**src/rtl/ssd1331_init_sequencer.sv**
```systemverilog
// SSD1331 power-up sequencer: steps the panel through its power/reset timing, streams
// the fixed init command groups into the SPI buffer, then hands the bus over via o_READY.
module ssd1331_init_sequencer #(
  parameter int WIDTH  = 8,
  parameter int N      = 8,
  parameter int T_PMOD = 125000,
  parameter int T_RES  = 20,
  parameter int T_VCC  = 156250,
  parameter int T_ON   = 625000
) (
  input  logic               i_SCK,
  input  logic               i_RST,
  input  logic               i_TX_DONE,
  output logic [N*WIDTH-1:0] o_DATA,
  output logic [N-1:0]       o_DC,
  output logic [4:0]         o_N_transmit,
  output logic               o_START,
  output logic               o_PMODEN,
  output logic               o_RES_n,
  output logic               o_VCCEN,
  output logic               o_READY
);

  typedef enum logic [2:0] {
    S_PMOD,
    S_RES_LO,
    S_RES_HI,
    S_LOAD,
    S_WAIT_TX,
    S_VCC,
    S_ON,
    S_READY
  } state_t;

  localparam logic [19:0] PMOD_LD = 20'(T_PMOD - 1);
  localparam logic [19:0] RES_LD  = 20'(T_RES - 1);
  localparam logic [19:0] VCC_LD  = 20'(T_VCC - 1);
  localparam logic [19:0] ON_LD   = 20'(T_ON - 1);

  state_t             state;
  logic [19:0]        timer;
  logic [2:0]         grp_idx;
  logic [7:0]         rom_byte [8];
  logic [4:0]         grp_len;
  logic [N*WIDTH-1:0] grp_data;

  // Command group ROM; unused byte slots stay 00 so the buffer never sees stale bytes.
  always_comb begin
    for (int k = 0; k < 8; k++) rom_byte[k] = 8'h00;
    grp_len = 5'd0;
    case (grp_idx)
      3'd0: begin
        rom_byte[0] = 8'hFD; rom_byte[1] = 8'h12;
        grp_len = 5'd2;
      end
      3'd1: begin
        rom_byte[0] = 8'hAE;
        grp_len = 5'd1;
      end
      3'd2: begin
        rom_byte[0] = 8'hA0; rom_byte[1] = 8'h72; rom_byte[2] = 8'hA1;
        rom_byte[3] = 8'h00; rom_byte[4] = 8'hA2; rom_byte[5] = 8'h00;
        grp_len = 5'd6;
      end
      3'd3: begin
        rom_byte[0] = 8'hA4; rom_byte[1] = 8'hA8; rom_byte[2] = 8'h3F;
        rom_byte[3] = 8'hAD; rom_byte[4] = 8'h8E;
        grp_len = 5'd5;
      end
      3'd4: begin
        rom_byte[0] = 8'hB0; rom_byte[1] = 8'h0B; rom_byte[2] = 8'hB1;
        rom_byte[3] = 8'h31; rom_byte[4] = 8'hB3; rom_byte[5] = 8'hF0;
        grp_len = 5'd6;
      end
      3'd5: begin
        rom_byte[0] = 8'h87; rom_byte[1] = 8'h06; rom_byte[2] = 8'h81;
        rom_byte[3] = 8'h91; rom_byte[4] = 8'h82; rom_byte[5] = 8'h50;
        rom_byte[6] = 8'h83; rom_byte[7] = 8'h7D;
        grp_len = 5'd8;
      end
      3'd6: begin
        rom_byte[0] = 8'hAF;
        grp_len = 5'd1;
      end
      default: ;
    endcase
  end

  always_comb begin
    grp_data = '0;
    for (int k = 0; k < N && k < 8; k++)
      grp_data[k*WIDTH +: WIDTH] = WIDTH'(rom_byte[k[2:0]]);
  end

  // Outputs registered on each edge reflect the state being executed at that edge,
  // so every delay state spans exactly its parameter in cycles.
  always_ff @(posedge i_SCK) begin
    if (i_RST) begin
      state        <= S_PMOD;
      timer        <= PMOD_LD;
      grp_idx      <= 3'd0;
      o_DATA       <= '0;
      o_DC         <= '0;
      o_N_transmit <= 5'd0;
      o_START      <= 1'b0;
      o_PMODEN     <= 1'b0;
      o_RES_n      <= 1'b1;
      o_VCCEN      <= 1'b0;
      o_READY      <= 1'b0;
    end else begin
      o_START <= 1'b0;
      o_RES_n <= 1'b1;
      case (state)
        S_PMOD: begin
          o_PMODEN <= 1'b1;
          if (timer == 20'd0) begin
            state <= S_RES_LO;
            timer <= RES_LD;
          end else begin
            timer <= timer - 20'd1;
          end
        end
        S_RES_LO: begin
          o_RES_n <= 1'b0;
          if (timer == 20'd0) begin
            state <= S_RES_HI;
            timer <= RES_LD;
          end else begin
            timer <= timer - 20'd1;
          end
        end
        S_RES_HI: begin
          if (timer == 20'd0) state <= S_LOAD;
          else                timer <= timer - 20'd1;
        end
        S_LOAD: begin
          o_DATA       <= grp_data;
          o_DC         <= '0;
          o_N_transmit <= grp_len;
          o_START      <= 1'b1;
          state        <= S_WAIT_TX;
        end
        // Group 5 ends the pre-VCC batch; group 6 is display-on and ends the sequence.
        S_WAIT_TX: begin
          if (i_TX_DONE) begin
            if (grp_idx < 3'd5) begin
              grp_idx <= grp_idx + 3'd1;
              state   <= S_LOAD;
            end else if (grp_idx == 3'd5) begin
              grp_idx <= 3'd6;
              state   <= S_VCC;
              timer   <= VCC_LD;
            end else begin
              state <= S_ON;
              timer <= ON_LD;
            end
          end
        end
        S_VCC: begin
          o_VCCEN <= 1'b1;
          if (timer == 20'd0) state <= S_LOAD;
          else                timer <= timer - 20'd1;
        end
        S_ON: begin
          if (timer == 20'd0) state <= S_READY;
          else                timer <= timer - 20'd1;
        end
        S_READY: begin
          o_READY      <= 1'b1;
          o_DATA       <= '0;
          o_DC         <= '0;
          o_N_transmit <= 5'd0;
        end
        default: state <= S_PMOD;
      endcase
    end
  end

endmodule
```
**config.mk**
```make
export PLATFORM = sky130hd
export DESIGN_NAME = ssd1331_init_sequencer
export DESIGN_NICKNAME = d
export VERILOG_FILES = /design/src/rtl/ssd1331_init_sequencer.sv
export SDC_FILE = /design/constraint.sdc
export NUM_CORES = 1
export LEC_CHECK = 0
export ABC_CLOCK_PERIOD_IN_PS = 2700
export CAP_MARGIN = 20
export CELL_PAD_IN_SITES_DETAIL_PLACEMENT = 0
export CELL_PAD_IN_SITES_GLOBAL_PLACEMENT = 1
export CORE_AREA = 2 2 72 143
export DETAILED_ROUTE_END_ITERATION = 7
export DIE_AREA = 0 0 74 145
export PLACE_DENSITY_LB_ADDON = 0.08
export SLEW_MARGIN = 10
export SYNTH_ARGS = -nofsm -noshare
export SYNTH_HDL_FRONTEND = slang
export SYNTH_SLANG_ARGS = --single-unit
```
**constraint.sdc**
```tcl
create_clock -name i_SCK -period 2.7 [get_ports i_SCK]
set_input_delay 0.54 -clock i_SCK [delete_from_list [all_inputs] [get_ports i_SCK]]
set_output_delay 0.54 -clock i_SCK [all_outputs]
set_load 0.05 [all_outputs]
```
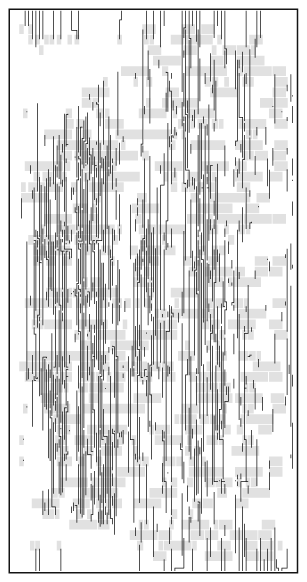
*Signal wires on met2, run 1*
Cells faint in the background.
The layer holds 59% of the routed length. The longest straight run is 56.4 µm. 422 nets have wire on it. The layer carries 5960 µm of wire. The wires run mostly vertical.

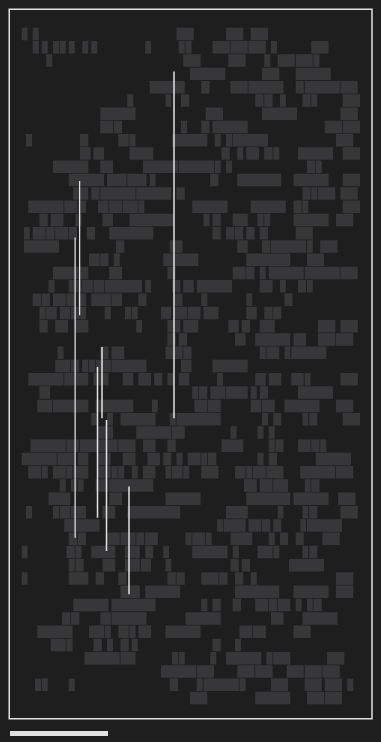
*M4 wires, run 1*
Bar = 20 µm. Cells faint in the background.
The longest straight run is 70.7 µm. 6 nets have wire on it. The wires run mostly vertical. The layer holds 2.5% of the routed length. The layer carries 252 µm of wire.

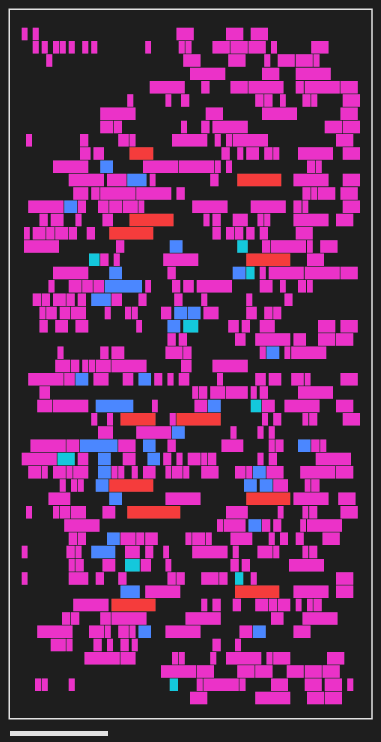
*Cell sizes after repair, run 1*
Bar = 20 µm.
Key: _2 cells = cyan [cells 9, share 1.9%]; _0 and _1 cells = magenta [cells 429, share 89%]; _3 and _4 cells = blue [cells 34, share 7.0%]; _6 and larger = red [cells 12, share 2.5%]

==> report_table.html, run 1 <==
<h3>Flow metrics</h3>
<table>
<tr><th>Metric</th><th>Value</th></tr>
<tr><th colspan="2">Setup path</th></tr>
<tr><td>Buffers and inverters on the worst path</td><td>2</td></tr>
<tr><td>Required time at the endpoint of the critical path</td><td>2.90 ns</td></tr>
<tr><td>Kind of cell adding the most delay to the critical path</td><td>simple AND/OR/NAND/NOR gates</td></tr>
<tr><td>Signal arrival time at the worst endpoint</td><td>2.65 ns</td></tr>
<tr><td>Cell with the largest stage delay on the worst path</td><td>or4b_4</td></tr>
<tr><td>Type of destination of the critical path</td><td>flip-flop</td></tr>
<tr><td>Worst Setup Start Kind</td><td>flip-flop</td></tr>
<tr><td>Worst path cell trace</td><td>inv_1 &gt; ha_1 &gt; or4b_4 &gt; nor4_4 &gt; a31oi_1 &gt; buf_4 &gt; a41oi_1 &gt; o32ai_1</td></tr>
<tr><td>Worst Path Max Fanout</td><td>9</td></tr>
<tr><th colspan="2">Hold path</th></tr>
<tr><td>Class of the tightest hold or removal check</td><td>reg -&gt; reg</td></tr>
<tr><th colspan="2">Synth</th></tr>
<tr><td>Yosys cell count</td><td>430</td></tr>
<tr><td>Syn Std Cell Area</td><td>3410 µm²</td></tr>
<tr><td>Flip-flop and latch count after synthesis</td><td>61</td></tr>
<tr><td>Number of enable-type register cells in the synthesized netlist</td><td>0</td></tr>
<tr><td>Synth Area per Inst</td><td>7.93 µm²</td></tr>
<tr><td>Async SR Flop Fraction</td><td>0%</td></tr>
<tr><th colspan="2">Clock tree</th></tr>
<tr><td>Number of buffers between clock root and the deepest sink</td><td>2</td></tr>
<tr><td>Total number of clock tree sinks</td><td>61</td></tr>
<tr><td>Clock-pin slew on the worst setup and hold paths</td><td>0.06 ns</td></tr>
<tr><td>CTS tree</td><td>done</td></tr>
<tr><td>Number of buffers inserted during clock tree synthesis</td><td>9</td></tr>
<tr><td>Clock latency of the later-clocked register in the worst-skew pair</td><td>0.33 ns</td></tr>
<tr><th colspan="2">Global routing</th></tr>
<tr><td>First-pass GRT wire length</td><td>16200 µm</td></tr>
<tr><td>Vias in the first global route</td><td>3184</td></tr>
<tr><th colspan="2">Timing</th></tr>
<tr><td>Final setup fails</td><td>0</td></tr>
<tr><td>Slew margin rel.</td><td>53.7%</td></tr>
<tr><td>Max Freq</td><td>0.407 GHz</td></tr>
<tr><td>Final worst-path setup slack</td><td>0.245 ns</td></tr>
<tr><td>Worst clock skew</td><td>0.00829 ns</td></tr>
<tr><td>Pins Over Slew Limit</td><td>0</td></tr>
<tr><td>Period utilization</td><td>90.9%</td></tr>
<tr><th colspan="2">Routing</th></tr>
<tr><td>Vias</td><td>3159</td></tr>
<tr><td>DR iter-0 viols</td><td>133</td></tr>
<tr><td>Total routed wirelength</td><td>10100 µm</td></tr>
<tr><td>Routed wirelength normalized by instance count</td><td>16.3 µm</td></tr>
<tr><td>Number of design rule violations left after detail routing</td><td>0</td></tr>
<tr><td>Avg Vias per Cell</td><td>5.13</td></tr>
<tr><th colspan="2">Cells and area</th></tr>
<tr><td>Non-filler instance count after layout</td><td>616</td></tr>
<tr><td>Antenna Cells</td><td>0</td></tr>
<tr><td>Sequential Area</td><td>1220 µm²</td></tr>
<tr><td>Number of fill cells</td><td>1014</td></tr>
<tr><th colspan="2">Floorplanning</th></tr>
<tr><td>Die X</td><td>74 µm</td></tr>
<tr><td>Top-level port count</td><td>85</td></tr>
<tr><td>Area of the die</td><td>10700 µm²</td></tr>
<tr><td>Initial standard-cell utilization of the core</td><td>35.4%</td></tr>
<tr><th colspan="2">Status</th></tr>
<tr><td>Result of the run</td><td>finished clean</td></tr>
<tr><th colspan="2">Place</th></tr>
<tr><td>Worst Setup Slack post-DPL</td><td>0.210 ns</td></tr>
<tr><th colspan="2">Power and ir drop</th></tr>
<tr><td>Lkg Pwr</td><td>1.57 nW</td></tr>
<tr><td>Switching power of the nets</td><td>0.535 mW</td></tr>
</table>
run 1: cells in the mapped netlist, drive strengths merged (2+ instances only):
cell / n / area (µm²)
o41ai: 2 / 17.5
a21oi: 54 / 270
nor4: 8 / 80.1
a311oi: 3 / 26.3
a31oi: 6 / 37.5
a22oi: 8 / 60.1
or4: 4 / 38.8
o32ai: 6 / 52.6
a2111oi: 2 / 17.5
dfxtp: 61 / 1220
nor3: 16 / 80.1
or3: 6 / 42.5
nor2: 53 / 199
nor2b: 3 / 18.8
inv: 19 / 71.3
nand3: 6 / 30.0
a211oi: 5 / 37.5
mux2i: 2 / 20.0
nand2b: 3 / 18.8
ha: 6 / 75.1
a21o: 3 / 22.5
o31a: 2 / 17.5
o21ai: 14 / 70.1
o211ai: 10 / 75.1
clkbuf: 17 / 63.8
a211o: 2 / 18.8
nand2: 31 / 116
or2: 3 / 18.8
buf: 53 / 397
nand4: 2 / 12.5
and2: 3 / 18.8
a41oi: 2 / 17.5
run 1: registers in the layout, indices dropped and copies added, names as in the netlist, 3 cells and up:
| register | flops |
|---|---|
| grp_idx | 3 |
| o_DATA | 26 |
| o_N_transmit | 4 |
| state | 3 |
| timer | 20 |
run 1: kinds of logic after synthesis:
family / share of synthesized area, %
AOI/OAI and AO/OA: 24.6
DFF: 35.8
other: 0.110
muxes: 0.587
and+or+nand+nor: 21.1
adders and majority gates: 2.20
buffers and inverters: 15.6
run 1: power groups by stage:
stage	logic [mW]	registers (mW)	clock network, mW
3_3_place_gp	0.121	0.929	0
2_1_floorplan	0.130	0.931	0
5_1_grt	0.128	0.909	1.24
6_report	0.122	0.910	1.16
3_5_place_dp	0.121	0.929	0
4_1_cts	0.121	0.909	1.19
run 1: area by class of cell:
| class | instances | area share, % |
|---|---|---|
| multi-input combinational | 303 | 40.6 |
| sequential | 61 | 28.4 |
| timing repair buffer | 85 | 18.5 |
| clock buffer | 10 | 5.56 |
| tap | 132 | 3.84 |
| inverter | 19 | 1.66 |
| clock inverter | 6 | 1.46 |
run 1: layer usage:
layer	global-route usage, %	part of all wire [%]
met5	0	0
met4	9.82	2.5
met3	3.89	2.7
met2	38.3	59
met1	18.8	36
run 1: tightest hold or removal path: stages, from the launching register on:
cell and delay, ns:
dfxtp_1 0.31, nand2_1 0.05, a21oi_1 0.05
run 1: timing repair:
item                                    4_1_cts  5_1_grt
buffers inserted                              0        1
endpoints found under the setup margin        0        3
hold buffers                                  0        0
run 1: final timing paths:
check | start | end | slack, ns | depth (start not counted)
hold / removal | o_DATA[8]$_SDFFE_PP0P_ | o_DATA[8]$_SDFFE_PP0P_ | 0.46 | 2
hold reg to reg | o_DATA[8]$_SDFFE_PP0P_ | o_DATA[8]$_SDFFE_PP0P_ | 0.46 | 2
setup reg to reg | timer[0]$_SDFFE_PP1P_ | timer[19]$_SDFFE_PP0P_ | 0.24 | 8
setup / recovery | timer[0]$_SDFFE_PP1P_ | timer[19]$_SDFFE_PP0P_ | 0.24 | 8
### Clock nets, run 1

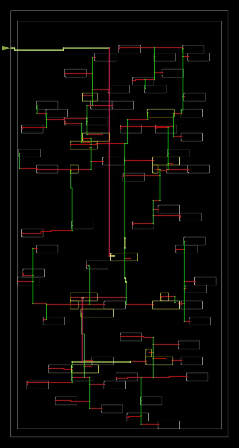

==> run 2, diff against run 1 <==
--- a/config.mk
+++ b/config.mk
@@ -9,9 +9,10 @@
 export CAP_MARGIN = 20
 export CELL_PAD_IN_SITES_DETAIL_PLACEMENT = 0
 export CELL_PAD_IN_SITES_GLOBAL_PLACEMENT = 1
-export CORE_AREA = 2 2 72 143
+export CORE_AREA = 2 2 71 141
+export CTS_BUF_LIST = sky130_fd_sc_hd__clkbuf_4 sky130_fd_sc_hd__clkbuf_8
 export DETAILED_ROUTE_END_ITERATION = 7
-export DIE_AREA = 0 0 74 145
+export DIE_AREA = 0 0 73 143
 export PLACE_DENSITY_LB_ADDON = 0.08
 export SLEW_MARGIN = 10
 export SYNTH_ARGS = -nofsm -noshare
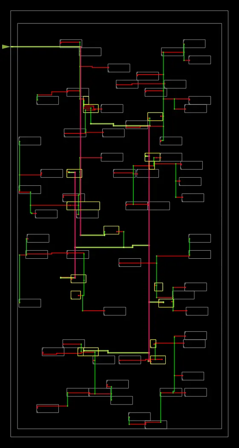
*Clock nets, run 2*
clock group power: 0.815 mW
total number of clock tree sinks: 61
Clock buffer cells: 9

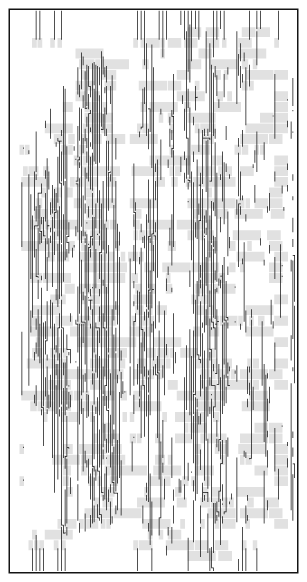
*Signal wires on met2, run 2*
Cells faint in the background.
total routed wirelength: 10000 µm
Vias: 3184
global-route met2 utilization: 39.5%

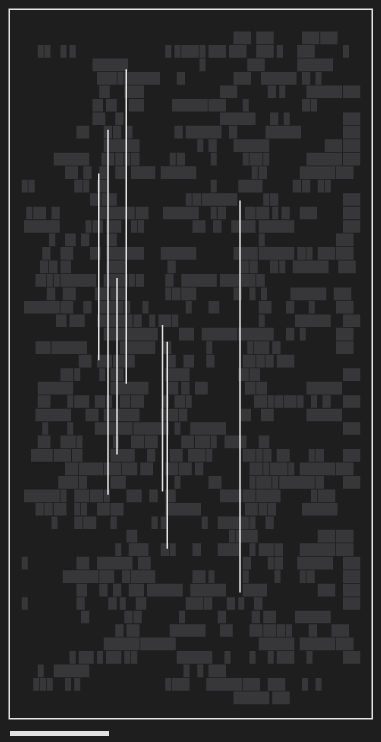
*M4 wires, run 2*
Bar = 20 µm. Cells faint in the background.
The layer holds 3.6% of the routed length. The wires run mostly vertical. 6 nets have wire on it. The longest straight run is 78.9 µm. The layer carries 363 µm of wire.

==> run 2 against run 1 <==
Compared with the run above:
- wire length shrank 0.31%
- highest routed layer unchanged
- critical path type unchanged
- non-clock buffer count shrank 1
- clock-buffer cell count shrank 1
- worst hold slack lost 0.0048 ns
- register-to-register slack lost 0.05 ns
- maximum frequency shrank 1.9%
- global-route usage grew 0.20 points
- die size shrank 2.7%
==> report_table.html, run 2 <==
<h3>Flow metrics</h3>
<table>
<tr><th>Metric</th><th>Value</th></tr>
<tr><th colspan="2">Synth</th></tr>
<tr><td>Cell with the most instances after synthesis</td><td>dfxtp_1</td></tr>
<tr><td>Top cells by instance count after synthesis</td><td>dfxtp_1, a21oi_1, nor2_1, buf_4, nand2_1</td></tr>
<tr><td>Syn Std Cell Area</td><td>3410 µm² (unchanged)</td></tr>
<tr><td>Simple-gate share of the synthesized area</td><td>21.1% (unchanged)</td></tr>
<tr><td>Yosys cell count</td><td>430 (unchanged)</td></tr>
<tr><td>Share of the synthesized area in the top cell type</td><td>35.8% (unchanged)</td></tr>
<tr><td>Compound-Gate Fraction of Synth Area</td><td>24.6% (unchanged)</td></tr>
<tr><td>Main area contributors</td><td>dfxtp_1, buf_4, a21oi_1, nor2_1, nand2_1</td></tr>
<tr><td>Largest non-sequential cell family by area</td><td>AND-OR/OR-AND gates</td></tr>
<tr><td>Arithmetic-cell share of the synthesized area counting full adders, half adders and majority gates</td><td>2.20% (unchanged)</td></tr>
<tr><td>Portion of netlist area occupied by mux cells</td><td>0.587% (unchanged)</td></tr>
<tr><th colspan="2">Clock tree</th></tr>
<tr><td>Number of buffers inserted during clock tree synthesis</td><td>9 (unchanged)</td></tr>
<tr><td>Clock-pin slew on the worst setup and hold paths</td><td>0.08 ns (+0.02 ns)</td></tr>
<tr><td>CTS tree</td><td>done</td></tr>
<tr><th colspan="2">Routing</th></tr>
<tr><td>Routed wirelength normalized by instance count</td><td>17.1 µm (+4.6%)</td></tr>
<tr><td>DR iter-0 viols</td><td>174 (+31%)</td></tr>
<tr><td>Avg Vias per Cell</td><td>5.42 (+5.8%)</td></tr>
<tr><th colspan="2">Timing</th></tr>
<tr><td>Max Freq</td><td>0.399 GHz (-1.9%)</td></tr>
<tr><td>Slew margin rel.</td><td>46.1% (-7.6 points)</td></tr>
<tr><td>Pins Over Slew Limit</td><td>0 (unchanged)</td></tr>
<tr><td>Period utilization</td><td>92.7% (+1.8 points)</td></tr>
<tr><th colspan="2">Setup path</th></tr>
<tr><td>Worst path cell trace</td><td>inv_1 &gt; ha_1 &gt; or4b_4 &gt; nor4_4 &gt; a31oi_1 &gt; a21o_1 &gt; a221o_1</td></tr>
<tr><td>Worst Setup Start Kind</td><td>flip-flop</td></tr>
<tr><td>Cell with the largest stage delay on the worst path</td><td>or4b_4</td></tr>
<tr><td>Type of destination of the critical path</td><td>flip-flop</td></tr>
<tr><td>Kind of cell adding the most delay to the critical path</td><td>AND-OR/OR-AND gates</td></tr>
<tr><td>Worst Path Max Fanout</td><td>7 (-2)</td></tr>
<tr><td>Signal arrival time at the worst endpoint</td><td>2.75 ns (+0.10 ns)</td></tr>
<tr><th colspan="2">Floorplanning</th></tr>
<tr><td>Die X</td><td>73 µm (-1.4%)</td></tr>
<tr><td>Area of the die</td><td>10400 µm² (-2.7%)</td></tr>
<tr><th colspan="2">Global routing</th></tr>
<tr><td>Met3 layer usage reported by global route</td><td>3.60% (-0.29 points)</td></tr>
<tr><td>Busiest layer in global routing</td><td>met2</td></tr>
<tr><td>Vias in the first global route</td><td>3047 (-4.3%)</td></tr>
<tr><th colspan="2">Cells and area</th></tr>
<tr><td>Largest register by flop count</td><td>o_DATA</td></tr>
<tr><td>Antenna Cells</td><td>0 (unchanged)</td></tr>
<tr><th colspan="2">Place</th></tr>
<tr><td>Worst Setup Slack post-DPL</td><td>0.164 ns (-0.0467 ns)</td></tr>
<tr><th colspan="2">Status</th></tr>
<tr><td>Result of the run</td><td>finished clean</td></tr>
</table>
## run 2: cell counts after synthesis
Identical to the previous run, type by type.
## run 2: timing repair
item / CTS / global route
setup buffers: 0 / 2
hold buffers: 0 / 0
endpoints found under the setup margin: 0 / 5
endpoints found under the hold margin: 0 / 0
## run 2: logic make-up (layout without fill, tap and decap cells)
| kind of cell | count (synthesis) | after routing |
|---|---|---|
| and+or+nand+nor | 143 | 143 |
| AOI/OAI and AO/OA | 128 | 128 |
| buffers and inverters | 89 | 119 |
| DFF | 61 | 61 |
| adders and majority gates | 6 | 6 |
| muxes | 2 | 2 |
| other | 1 | 24 |
## run 2: final cells by class
type	instances	area [µm²]
clock buffer	9	124
clock inverter	7	66.3
fill	980	5180
inverter	19	71.3
multi-input combinational	303	1740
sequential	61	1220
tap	104	130
timing repair buffer	84	788
## run 2: final timing paths
kind / endpoint / slack, ns / depth (start not counted) / startpoint
min reg2reg: o_DATA[15]$_SDFFE_PP0P_ / 0.46 / 2 / o_DATA[15]$_SDFFE_PP0P_
max: timer[6]$_SDFFE_PP1P_ / 0.20 / 7 / timer[0]$_SDFFE_PP1P_
min: o_DATA[15]$_SDFFE_PP0P_ / 0.45 / 2 / i_RST
max reg2reg: timer[6]$_SDFFE_PP1P_ / 0.20 / 7 / timer[0]$_SDFFE_PP1P_
## run 2: stage by stage
| stage | utilization (%) | hold WS [ns] | cells |
|---|---|---|---|
| 2_1_floorplan | - | 0.438 | 453 |
| 3_3_place_gp | 42.1 | 0.447 | 569 |
| 3_5_place_dp | 42.1 | 0.452 | 569 |
| 4_1_cts | 44.2 | 0.459 | 585 |
| 5_1_grt | 44.5 | 0.450 | 587 |
| 6_report | 44.5 | 0.450 | 587 |
## run 2: metal layers
layer  routed length, µm  vias to the layer above
li1                    -                     1565
met1                3460                     1508
met2                5890                       89
met3                 324                       22
met4                 363                        0
met5                   0                        -
## run 2: power by group
part | switching, mW | leakage [nW] | internal (mW)
registers | 0.00403 | 0.492 | 0.904
logic | 0.107 | 0.933 | 0.0162
clock network | 0.395 | 0.0987 | 0.420
total | 0.505 | 1.52 | 1.34
Power is estimated from default activity; no workload was simulated.
